File: src/rtl/snn_pkg.sv
// -----------------------------------------------------------------------------
// snn_pkg
// Shared definitions for the spiking-classifier readout stage:
//   - state_e     : readout / winner-take-all controller states
//   - W_W_DEF     : default readout weight width
//   - ACC_W_DEF   : default accumulator width
//   - sat_add_sub : a + add - sub evaluated at full precision, then clamped to
//                   the unsigned range [0, 2^width-1] of the caller's width
// -----------------------------------------------------------------------------
package snn_pkg;

   typedef enum logic [1:0] {
      ST_IDLE      = 2'd0,
      ST_INTEGRATE = 2'd1,
      ST_SCAN      = 2'd2,
      ST_DONE      = 2'd3
   } state_e;

   localparam int W_W_DEF   = 8;
   localparam int ACC_W_DEF = 8;

   // Widest operand the saturating helper accepts; callers zero-extend into it
   // and cast the result back down to their own width.
   localparam int SAT_MAX_W = 32;

   function automatic logic [SAT_MAX_W-1:0] sat_add_sub(
      input logic [SAT_MAX_W-1:0] a,
      input logic [SAT_MAX_W-1:0] add,
      input logic [SAT_MAX_W-1:0] sub,
      input int unsigned          width
   );
      logic signed [SAT_MAX_W+1:0] sum;
      logic        [SAT_MAX_W:0]   lim;
      // Two guard bits: one for the carry of the add, one for the sign of the sub.
      sum = $signed({2'b00, a}) + $signed({2'b00, add}) - $signed({2'b00, sub});
      lim = ((SAT_MAX_W+1)'(1) << width) - (SAT_MAX_W+1)'(1);
      if (sum[SAT_MAX_W+1]) begin
         return '0;
      end else if (sum > $signed({1'b0, lim})) begin
         return lim[SAT_MAX_W-1:0];
      end else begin
         return sum[SAT_MAX_W-1:0];
      end
   endfunction

endpackage

File: src/rtl/readout_accum.sv
// -----------------------------------------------------------------------------
// readout_accum
// One readout channel: a saturating unsigned accumulator that adds its weight
// when the channel spikes and optionally subtracts a shifted copy of itself
// (leak) on leak ticks. The leak is computed from the pre-update value.
// Ports:
//   clk_i, rst_ni  clock, asynchronous active-low reset
//   clear_i        zero the accumulator (takes priority over en_i)
//   en_i           integrate this cycle
//   spike_i        channel spike for this cycle
//   weight_i       channel weight (W_W bits, unsigned)
//   leak_tick_i    apply leak this cycle (ignored when LEAK_SHIFT == 0)
//   acc_o          accumulator value (ACC_W bits)
// -----------------------------------------------------------------------------
module readout_accum
   import snn_pkg::*;
#(
   parameter int W_W        = W_W_DEF,
   parameter int ACC_W      = ACC_W_DEF,
   parameter int LEAK_SHIFT = 0
)(
   input  logic             clk_i,
   input  logic             rst_ni,
   input  logic             clear_i,
   input  logic             en_i,
   input  logic             spike_i,
   input  logic [W_W-1:0]   weight_i,
   input  logic             leak_tick_i,
   output logic [ACC_W-1:0] acc_o
);

   logic [ACC_W-1:0] acc_q, acc_d;
   logic [ACC_W-1:0] add_val, leak_val;

   always_comb begin
      add_val  = spike_i ? ACC_W'(weight_i) : '0;
      // A zero shift means "no leak", not "leak everything".
      leak_val = (LEAK_SHIFT != 0 && leak_tick_i) ? (acc_q >> LEAK_SHIFT) : '0;
      acc_d    = ACC_W'(sat_add_sub(SAT_MAX_W'(acc_q), SAT_MAX_W'(add_val),
                                    SAT_MAX_W'(leak_val), ACC_W));
   end

   always_ff @(posedge clk_i or negedge rst_ni) begin
      if (!rst_ni) begin
         acc_q <= '0;
      end else if (clear_i) begin
         acc_q <= '0;
      end else if (en_i) begin
         acc_q <= acc_d;
      end
   end

   assign acc_o = acc_q;

endmodule

File: src/rtl/snn_readout_wta.sv
// -----------------------------------------------------------------------------
// snn_readout_wta
// Readout + winner-take-all for the spiking classifier. On start it latches the
// per-channel weights, integrates NUM_CH spike trains for WINDOW cycles into
// saturating accumulators (with optional periodic leak), scans the channels one
// per cycle for the strict maximum (ties go to the lowest index) and presents
// the winner on a valid/ready handshake.
// Ports:
//   clk_i, rst_ni    clock, asynchronous active-low reset
//   start_i          begin an inference (only honoured in IDLE)
//   abort_i          cancel the current inference, back to IDLE
//   spikes_i         per-channel spikes, bit i = channel i
//   weights_i        flat weights, channel i at [i*W_W +: W_W]
//   busy_o           integrating or scanning
//   result_valid_o   result available; held until result_ready_i
//   result_ready_i   consumer accepts the result
//   winner_idx_o     index of the largest accumulator
//   winner_val_o     value of the largest accumulator
//   any_o            winner_val_o != 0
// -----------------------------------------------------------------------------
module snn_readout_wta
   import snn_pkg::*;
#(
   parameter int NUM_CH      = 5,
   parameter int W_W         = W_W_DEF,
   parameter int ACC_W       = ACC_W_DEF,
   parameter int WINDOW      = 16,
   parameter int LEAK_PERIOD = 4,
   parameter int LEAK_SHIFT  = 0,
   parameter int IDX_W       = $clog2(NUM_CH)
)(
   input  logic                  clk_i,
   input  logic                  rst_ni,
   input  logic                  start_i,
   input  logic                  abort_i,
   input  logic [NUM_CH-1:0]     spikes_i,
   input  logic [NUM_CH*W_W-1:0] weights_i,
   output logic                  busy_o,
   output logic                  result_valid_o,
   input  logic                  result_ready_i,
   output logic [IDX_W-1:0]      winner_idx_o,
   output logic [ACC_W-1:0]      winner_val_o,
   output logic                  any_o
);

   localparam int CNT_W = (WINDOW > 1) ? $clog2(WINDOW) : 1;
   localparam int LP_W  = (LEAK_PERIOD > 1) ? $clog2(LEAK_PERIOD) : 1;
   localparam logic [CNT_W-1:0] CNT_LAST = CNT_W'(WINDOW - 1);
   localparam logic [LP_W-1:0]  LP_LAST  = LP_W'(LEAK_PERIOD - 1);
   localparam logic [IDX_W-1:0] PTR_LAST = IDX_W'(NUM_CH - 1);

   state_e           state_q, state_d;
   logic [CNT_W-1:0] cnt_q, cnt_d;
   logic [LP_W-1:0]  lp_q, lp_d;
   logic [IDX_W-1:0] ptr_q, ptr_d;
   logic [IDX_W-1:0] best_idx_q, best_idx_d, win_idx_q, win_idx_d, cand_idx;
   logic [ACC_W-1:0] best_val_q, best_val_d, win_val_q, win_val_d, cand_val;
   logic [W_W-1:0]   w_q [NUM_CH];
   logic [ACC_W-1:0] acc [NUM_CH];
   logic             acc_clr, acc_en, leak_tick, w_load;

   // Next state, counters and argmax scan.
   always_comb begin
      state_d    = state_q;
      cnt_d      = cnt_q;
      lp_d       = lp_q;
      ptr_d      = ptr_q;
      best_idx_d = best_idx_q;
      best_val_d = best_val_q;
      win_idx_d  = win_idx_q;
      win_val_d  = win_val_q;
      acc_clr    = 1'b0;
      acc_en     = 1'b0;
      w_load     = 1'b0;
      // lp_q counts integration cycles modulo LEAK_PERIOD, so the tick lands on
      // the cycles where the 1-based window count is a multiple of the period.
      leak_tick  = (lp_q == LP_LAST);
      // Strict compare keeps the earlier (lower-index) channel on a tie.
      if (acc[ptr_q] > best_val_q) begin
         cand_val = acc[ptr_q];
         cand_idx = ptr_q;
      end else begin
         cand_val = best_val_q;
         cand_idx = best_idx_q;
      end

      case (state_q)
         ST_IDLE: begin
            if (start_i && !abort_i) begin
               acc_clr = 1'b1;
               w_load  = 1'b1;
               cnt_d   = '0;
               lp_d    = '0;
               state_d = ST_INTEGRATE;
            end
         end
         ST_INTEGRATE: begin
            if (abort_i) begin
               state_d = ST_IDLE;
            end else begin
               acc_en = 1'b1;
               cnt_d  = cnt_q + CNT_W'(1);
               lp_d   = (lp_q == LP_LAST) ? '0 : lp_q + LP_W'(1);
               if (cnt_q == CNT_LAST) begin
                  ptr_d      = '0;
                  best_val_d = '0;
                  best_idx_d = '0;
                  state_d    = ST_SCAN;
               end
            end
         end
         ST_SCAN: begin
            if (abort_i) begin
               state_d = ST_IDLE;
            end else begin
               best_val_d = cand_val;
               best_idx_d = cand_idx;
               ptr_d      = ptr_q + IDX_W'(1);
               if (ptr_q == PTR_LAST) begin
                  win_val_d = cand_val;
                  win_idx_d = cand_idx;
                  state_d   = ST_DONE;
               end
            end
         end
         ST_DONE: begin
            if (abort_i || result_ready_i) begin
               state_d = ST_IDLE;
            end
         end
         default: state_d = ST_IDLE;
      endcase
   end

   always_ff @(posedge clk_i or negedge rst_ni) begin
      if (!rst_ni) begin
         state_q    <= ST_IDLE;
         cnt_q      <= '0;
         lp_q       <= '0;
         ptr_q      <= '0;
         best_idx_q <= '0;
         best_val_q <= '0;
         win_idx_q  <= '0;
         win_val_q  <= '0;
      end else begin
         state_q    <= state_d;
         cnt_q      <= cnt_d;
         lp_q       <= lp_d;
         ptr_q      <= ptr_d;
         best_idx_q <= best_idx_d;
         best_val_q <= best_val_d;
         win_idx_q  <= win_idx_d;
         win_val_q  <= win_val_d;
      end
   end

   // Weights are sampled once at start; later changes on weights_i are ignored.
   always_ff @(posedge clk_i or negedge rst_ni) begin
      if (!rst_ni) begin
         for (int i = 0; i < NUM_CH; i++) w_q[i] <= '0;
      end else if (w_load) begin
         for (int i = 0; i < NUM_CH; i++) w_q[i] <= weights_i[i*W_W +: W_W];
      end
   end

   for (genvar g = 0; g < NUM_CH; g++) begin : g_ch
      readout_accum #(
         .W_W        (W_W),
         .ACC_W      (ACC_W),
         .LEAK_SHIFT (LEAK_SHIFT)
      ) u_acc (
         .clk_i       (clk_i),
         .rst_ni      (rst_ni),
         .clear_i     (acc_clr),
         .en_i        (acc_en),
         .spike_i     (spikes_i[g]),
         .weight_i    (w_q[g]),
         .leak_tick_i (leak_tick),
         .acc_o       (acc[g])
      );
   end

   assign busy_o         = (state_q == ST_INTEGRATE) || (state_q == ST_SCAN);
   assign result_valid_o = (state_q == ST_DONE);
   assign winner_idx_o   = win_idx_q;
   assign winner_val_o   = win_val_q;
   assign any_o          = (win_val_q != '0);

endmodule

File: config.mk
export PLATFORM = sky130hd
export DESIGN_NAME = snn_readout_wta
export DESIGN_NICKNAME = d
export VERILOG_FILES = /design/src/rtl/snn_pkg.sv /design/src/rtl/readout_accum.sv /design/src/rtl/snn_readout_wta.sv
export SDC_FILE = /design/constraint.sdc
export NUM_CORES = 1
export LEC_CHECK = 0
export CAP_MARGIN = 20
export CORE_MARGIN = 4
export CORE_UTILIZATION = 30
export CTS_CLUSTER_DIAMETER = 50
export DETAILED_ROUTE_END_ITERATION = 6
export PLACE_DENSITY = 0.56
export SETUP_SLACK_MARGIN = 0.1
export SLEW_MARGIN = 25
export SYNTH_ARGS = -nofsm -noshare
export SYNTH_HDL_FRONTEND = slang
export SYNTH_SLANG_ARGS = --single-unit
export TNS_END_PERCENT = 100
File: constraint.sdc
create_clock -name clk_i -period 6.6 [get_ports clk_i]
set_clock_uncertainty 0.1 [all_clocks]
set_input_delay 0.99 -clock clk_i [delete_from_list [all_inputs] [get_ports clk_i]]
set_output_delay 0.99 -clock clk_i [all_outputs]
set_load 0.005 [all_outputs]
**Run 1: signal wires on met1**

Bar = 50 um. Cells faint in the background.
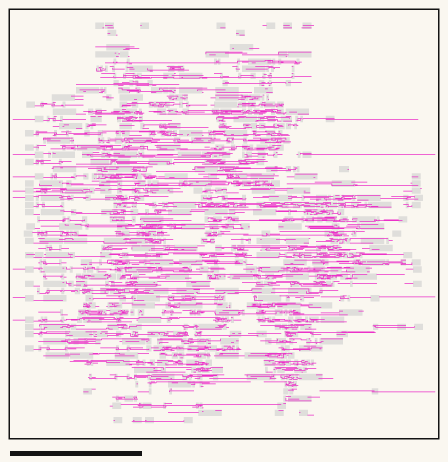
share of all routed wire = 52%
nets with wire on the layer = 891
main direction = horizontal
wire length on this layer = 9,090 um

**Run 1: met2 routing**

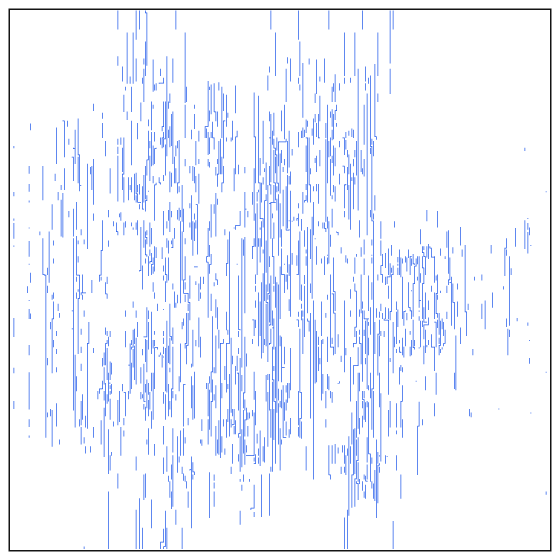
longest straight run = 53.7 um
nets with wire on the layer = 738

**Run 1: the metal 3 layer**

Bar = 50 um.
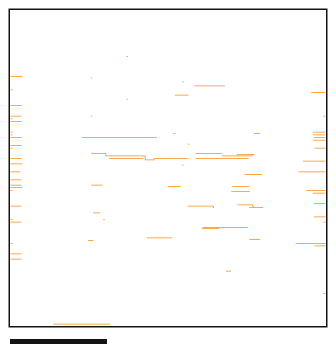
share of all routed wire = 3.2%
nets with wire on the layer = 63
longest straight run = 38.2 um

-- run 1: layout make-up --
class | instances | area share
Multi-Input combinational cell | 638 | 0.488
Sequential cell | 111 | 0.331
Timing Repair Buffer | 69 | 0.0808
Tap cell | 319 | 0.0476
Clock buffer | 13 | 0.0323
Inverter | 37 | 0.0166
Clock inverter | 3 | 0.00314
-- run 1: logic make-up after synthesis --
group / count (synthesis) / share of synthesized area
AND/OR/NAND/NOR: 337 / 0.218
AND-OR/OR-AND: 208 / 0.198
flip-flops: 111 / 0.389
buffers and inverters: 73 / 0.0417
adder cells (fa/ha/maj): 60 / 0.110
multiplexers: 19 / 0.0268
XOR/XNOR: 14 / 0.0172
==> flow_summary.json, run 1 <==
{
  "synthTopCellsByArea": "sky130_fd_sc_hd__dfrtp_1 39%, sky130_fd_sc_hd__nand2_1 10%, sky130_fd_sc_hd__ha_1 9.6%",
  "drt_drc_violations_left": 0,
  "crit_required_ns": 6.74,
  "timing.fmax_ghz": 0.272,
  "core_area_mm2": 0.0235,
  "finalHoldViolCount": 0,
  "worst-r2r-cell-count": 9,
  "max_slew.worst_pin.slew_ns": 0.931,
  "synth.yosys.chip_area_mm2": 0.00715,
  "status": "finished, final reports clean",
  "log.warning_count": 30,
  "cts_htree_levels": 3,
  "met3RoutedLength_um": 559,
  "cts.hold.buffers_added": 0,
  "pwr.group.clock_mw": 0.549,
  "worst_setup_path_start_kind": "flop",
  "clock_latency_ns": 0.36,
  "logic_area_mm2": 0.00409,
  "vdd.ir_drop.worst_v": 0.000377,
  "floorplan.nets": 932,
  "finalInstanceArea_mm2": 0.00838,
  "fillerInstances": 2433,
  "worstReg2RegEnd": "best_val_q[7]",
  "postSynthAreaPerCell_um2": 8.70,
  "power.leakage_nw": 4.11,
  "synth-seq-area-share": 0.389,
  "detail_route.wirelength_mm": 17.5,
  "dpl_cell_area_mm2": 0.00808,
  "share_seq_of_total_power": 0.327,
  "n_antenna_cell": 0,
  "holdWs_ns": 0.366,
  "setup_violations": 0,
  "timing.critical_path.buf_inv": 0,
  "asyncSetResetFlopFracSynth": 1.00,
  "worstSetupEndpointType": "flop",
  "antenna_violating_nets_left": 0,
  "grt_max_degree": 80,
  "regToRegSetupSlack_ns": 2.92,
  "globalRouteTotalUtil": 0.138,
  "post-route-worst-setup-slack_ns": 2.92,
  "postCtsResizedCells": 0,
  "grt_pass1_wl_mm": 29.8,
  "pg_seq_mw": 1.20,
  "ys_warn_count": 0,
  "row_count": 56,
  "timing.hold.worst.class": "flop to flop",
  "drt_iter0_markers": 289,
  "core_util_floorplan": 0.305,
  "worst_slew_margin_rel": 0.378,
  "grt_util_met1": 0.205,
  "timing_worst_setup_path_type": "flop to flop",
  "die_area_mm2": 0.0264,
  "common_cells": "198 x sky130_fd_sc_hd__nand2_1, 111 x sky130_fd_sc_hd__dfrtp_1, 66 x sky130_fd_sc_hd__o21ai_0",
  "arrival_ns": 3.82,
  "cts_tree": "done",
  "grt.busiest_layer": "met2",
  "syn_inst": 822,
  "fp.dieW_um": 162,
  "worst_path_largest_cell_delay_ns": 0.95,
  "final.period_utilization": 0.557,
  "totalNegativeSetupSlack_ns": 0,
  "worstSetupEndpoint": "best_val_q[7]",
  "root_buffer": "sky130_fd_sc_hd__clkbuf_16",
  "numClockSinks": 111,
  "power_density_of_the_placed_cells_mw_per_mm2": 439,
  "topRoutingLayerUsed": "met4",
  "layout.area.seq_mm2": 0.00278,
  "yosys.area.top_type_share": 0.389,
  "drt_first_pass_iters": 4,
  "grt_overflow": 0,
  "maxPowerGroup": "combinational cells",
  "initial_antenna_violation_count": 0,
  "hold-path-endpoint": "w_q[28]",
  "dp_hpwl_mm": 13.0,
  "design_power_total_mw": 3.68,
  "edf_count": 0,
  "use_met2": 0.209,
  "switching_power_mw": 1.70,
  "floorplan.die.height_um": 162,
  "lay_top_count": "sky130_fd_sc_hd__nand2_1",
  "cts-root-to-sink-buffers": 2,
  "timing_max_transition_violations_final": 0,
  "timing.critical_path.depth": 9,
  "routed_via_density": 4.87,
  "num-nets-final": 976,
  "hold-path-cell-count": 2,
  "synthesis.area_mm2": 0.00715,
  "synth_cell_types": 55
}
## Run 2: what changed since run 1
PLACE_DENSITY = 0.58   (was 0.56)
clock period = 3.2 ns   (was 6.6 ns; I/O delays follow)
==> flow_summary.json, run 2 <==
{
  "status": "finished, final reports clean",
  "log.warning_count": 30,
  "num-nets-final": 995,
  "mux_share": 0.0268,
  "floorplan.nets": 932,
  "postCtsResizedCells": 0,
  "synth.yosys.chip_area_mm2": 0.00715,
  "worstSetupEndpointType": "flop",
  "timing.critical_path.depth": 11,
  "post_synth_ao_oa_area_fraction": 0.198,
  "grt_util_met1": 0.197,
  "synth_adder_area_share": 0.110,
  "setup_violations": 0,
  "topRoutingLayerUsed": "met4",
  "worst_slew_margin_rel": 0.559,
  "synthXorXnorAreaFrac": 0.0172,
  "pre_cts_setup_slack_ns": 0.204,
  "core_util_floorplan": 0.305,
  "antenna_violating_nets_left": 0,
  "worstSetupEndpoint": "winner_val_o[1]",
  "final.period_utilization": 0.898,
  "synthFlopType": "sky130_fd_sc_hd__dfrtp_1",
  "grt_pass1_wl_mm": 29.3,
  "worst_path_largest_cell_delay_ns": 0.42,
  "layout.area.seq_mm2": 0.00278,
  "max_slew.worst_pin.slew_ns": 0.660,
  "drt_iter0_markers": 338,
  "grt.busiest_layer": "met2",
  "power.leakage_nw": 4.20,
  "postSynthAreaPerCell_um2": 8.70,
  "ys_cells": 822,
  "initial_antenna_violation_count": 0,
  "use_met2": 0.209,
  "core_area_mm2": 0.0235,
  "timing.critical_path.buf_inv": 2,
  "post-route-worst-setup-slack_ns": 0.326,
  "finalHoldViolCount": 0,
  "syn_inst": 822,
  "cts.hold.buffers_added": 0,
  "fp.dieW_um": 162,
  "globalRouteTotalUtil": 0.137,
  "row_count": 56,
  "die_area_mm2": 0.0264,
  "arrival_ns": 3.02,
  "floorplan.die.height_um": 162,
  "synthTopCellsByArea": "sky130_fd_sc_hd__dfrtp_1 39%, sky130_fd_sc_hd__nand2_1 10%, sky130_fd_sc_hd__ha_1 9.6%",
  "drt_first_pass_iters": 4,
  "lay_top_count": "sky130_fd_sc_hd__nand2_1",
  "edf_count": 0,
  "fillerInstances": 2420,
  "crit_required_ns": 3.35,
  "cts_htree_levels": 3,
  "yosys.area.top_type_share": 0.389,
  "timing.hold.worst.class": "input pin to async pin",
  "holdWs_ns": 0.00140,
  "n_antenna_cell": 0,
  "met3_usage": 0.0246,
  "finalInstanceArea_mm2": 0.00852,
  "totalNegativeSetupSlack_ns": 0,
  "worst-r2r-cell-count": 11,
  "common_cells": "198 x sky130_fd_sc_hd__nand2_1, 111 x sky130_fd_sc_hd__dfrtp_1, 66 x sky130_fd_sc_hd__o21ai_0",
  "worstReg2RegEnd": "winner_val_o[1]",
  "logic_area_mm2": 0.00409,
  "synth-seq-area-share": 0.389,
  "simple_share_synth": 0.218,
  "drt_drc_violations_left": 0,
  "synthesis.area_mm2": 0.00715,
  "timing.fmax_ghz": 0.348,
  "worst_reg2reg_path_startpoint": "ptr_q[2]",
  "power_density_of_the_placed_cells_mw_per_mm2": 921,
  "grt_max_degree": 43,
  "yosys-dominant-comb-family": "simple AND/OR/NAND/NOR gates",
  "design_power_total_mw": 7.85,
  "timing_worst_setup_path_type": "flop to flop",
  "timing_max_transition_violations_final": 0,
  "cts-root-to-sink-buffers": 2,
  "ys_warn_count": 0,
  "detail_route.wirelength_mm": 17.5,
  "grt_overflow": 0,
  "dpl_cell_area_mm2": 0.00822,
  "worst_path_dominant_cell_family": "AND-OR/OR-AND gates",
  "asyncSetResetFlopFracSynth": 1.00,
  "cts_tree": "done",
  "routed_via_density": 4.84,
  "root_buffer": "sky130_fd_sc_hd__clkbuf_16",
  "synth_cell_types": 55,
  "regToRegSetupSlack_ns": 0.33
}
[run 2: cell families (layout without fill, tap and decap cells)]
group           Yosys count  in the layout
fa+ha+maj                60             60
buf+inv                  73            141
mux                      19             19
simple gates            337            337
compound gates          208            208
flops                   111            111
xor+xnor                 14             14
[run 2: layout make-up]
type                       instances  area share
multi-input combinational        638       0.480
timing repair buffer              88      0.0986
clock buffer                      11      0.0285
sequential                       111       0.326
inverter                          37      0.0163
clock inverter                     5     0.00396
tap                              319      0.0468
[run 2: where the power goes]
part | internal [mW] | switching [mW] | leakage (nW)
clock | 0.550 | 0.556 | 0.132
sequential | 1.95 | 0.457 | 1.45
combinational | 1.80 | 2.53 | 2.62
total | 4.30 | 3.55 | 4.20
**Run 2: clock nets**

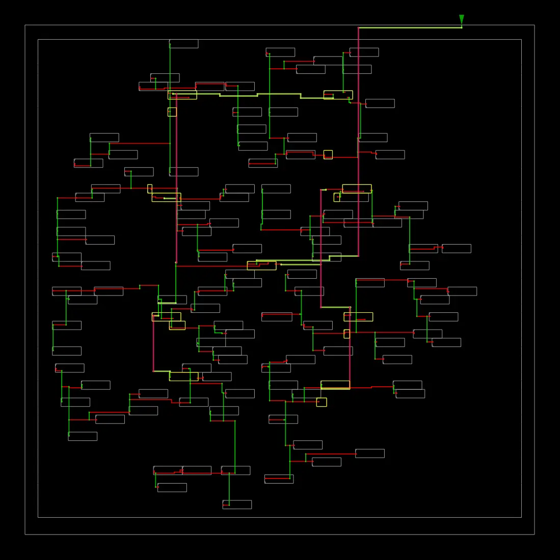
number of buffers created by CTS: 9
Sinks on Clock Net: 111
clk ins delay skew pair: 0.37 ns
flip-flops: 111

**Run 2: the metal 3 layer**

Bar = 50 um.
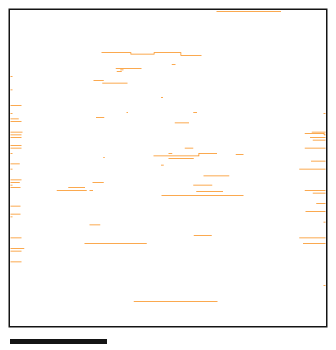
main direction = horizontal
longest straight run = 42.8 um
share of all routed wire = 3.5%
nets with wire on the layer = 60
wire length on this layer = 608 um

## Run 3: what changed since run 2
DONT_BUFFER_PORTS = 1   (was not set)
PLACE_DENSITY = 0.53   (was 0.58)
clock period = 3.6 ns   (was 3.2 ns; I/O delays follow)
==> flow_summary.json, run 3 <==
{
  "status": "finished, final reports clean",
  "root_buffer": "sky130_fd_sc_hd__clkbuf_16",
  "grt_max_degree": 112,
  "drt_drc_violations_left": 0,
  "timing_worst_setup_path_type": "flop to flop",
  "cts_htree_levels": 3,
  "timing.critical_path.depth": 10,
  "die_area_mm2": 0.0264,
  "worstReg2RegEnd": "winner_val_o[6]",
  "worst_path_dominant_cell_family": "simple AND/OR/NAND/NOR gates",
  "globalRouteTotalUtil": 0.140,
  "post-route-worst-setup-slack_ns": 0.420,
  "synthTopCellsByArea": "sky130_fd_sc_hd__dfrtp_1 39%, sky130_fd_sc_hd__nand2_1 10%, sky130_fd_sc_hd__ha_1 9.6%",
  "regToRegSetupSlack_ns": 0.42,
  "fp.dieW_um": 162,
  "power.leakage_nw": 3.93,
  "common_cells": "198 x sky130_fd_sc_hd__nand2_1, 111 x sky130_fd_sc_hd__dfrtp_1, 66 x sky130_fd_sc_hd__o21ai_0",
  "power_density_of_the_placed_cells_mw_per_mm2": 868,
  "arrival_ns": 3.31,
  "number_of_buffers_created_by_cts": 9,
  "cts-root-to-sink-buffers": 2,
  "lay_top_count": "sky130_fd_sc_hd__nand2_1",
  "grt_pass1_wl_mm": 30.0,
  "ys_warn_count": 0,
  "design_power_total_mw": 6.81,
  "worstSetupEndpoint": "winner_val_o[6]",
  "pwr.group.combinational_mw": 3.55,
  "setup_violations": 0,
  "worst_reg2reg_path_startpoint": "ptr_q[2]",
  "synth-seq-area-share": 0.389,
  "pwr.group.clock_mw": 1.06,
  "worst_slew_margin_rel": 0.437,
  "floorplan.nets": 932,
  "synthFlopType": "sky130_fd_sc_hd__dfrtp_1",
  "pre_cts_setup_slack_ns": 0.0438,
  "yosys.area.top_type_share": 0.389,
  "timing_max_transition_violations_final": 0,
  "antenna_violating_nets_left": 0,
  "timing.fmax_ghz": 0.314,
  "floorplan.die.height_um": 162,
  "synth.yosys.chip_area_mm2": 0.00715,
  "initial_antenna_violation_count": 0,
  "logic_area_mm2": 0.00409,
  "worstSetupEndpointType": "flop",
  "drt_first_pass_iters": 5,
  "syn_inst": 822,
  "routed_via_density": 4.99,
  "vdd.ir_drop.worst_v": 0.000587,
  "finalInstanceArea_mm2": 0.00785,
  "clockPowerShare": 0.155,
  "worst_path_largest_cell_delay_ns": 0.58,
  "core_area_mm2": 0.0235,
  "max_slew.worst_pin.slew_ns": 0.842,
  "cts.hold.buffers_added": 1,
  "numClockSinks": 111,
  "layout.area.seq_mm2": 0.00278,
  "worst-r2r-cell-count": 10,
  "switching_power_mw": 3.11,
  "synthesis.area_mm2": 0.00715,
  "timing.critical_path.buf_inv": 1,
  "share_seq_of_total_power": 0.324,
  "drt_iter0_markers": 394,
  "cts_tree": "done",
  "dpl_cell_area_mm2": 0.00751,
  "timing.hold.worst.class": "input pin to async pin",
  "row_count": 56,
  "combinationalPowerShare": 0.521,
  "n_antenna_cell": 0
}
[run 3: kinds of logic after synthesis]
group,Yosys count,synth area share
multiplexers,19,0.0268
adder cells (fa/ha/maj),60,0.110
AND/OR/NAND/NOR,337,0.218
flip-flops,111,0.389
XOR/XNOR,14,0.0172
buffers and inverters,73,0.0417
AND-OR/OR-AND,208,0.198
[run 3: final cells by class]
cell class                      instances  share of cell area
Inverter                               37              0.0177
Sequential cell                       111               0.354
Tap cell                              319              0.0509
Clock inverter                          4             0.00670
Timing Repair Buffer                   15              0.0169
Clock buffer                           12              0.0327
Multi-Input combinational cell        638               0.521
[run 3: layer usage]
metal  track usage  routed length, um  vias to the layer above
met3        0.0190                566                       23
met2         0.212               7670                       95
met4        0.0496                373                        0
met1         0.205               9070                     2665
li1              -                  -                     2882
met5             0                  0                        -
**Run 3: the metal 3 layer**

Bar = 50 um.
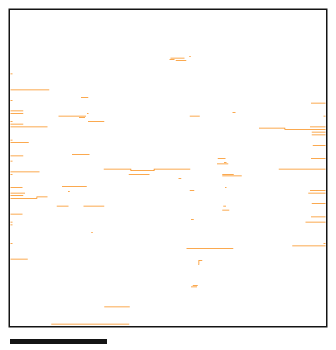
main direction = horizontal
longest straight run = 39.8 um

**Run 3: signal wires on met1**

Bar = 50 um. Cells faint in the background.
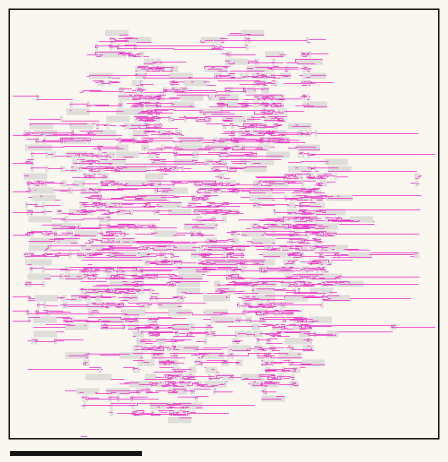
share of all routed wire = 51%
wire length on this layer = 9,070 um
longest straight run = 47.4 um
main direction = horizontal

Power figures rest on the tool's default switching activity, not on a simulated workload.
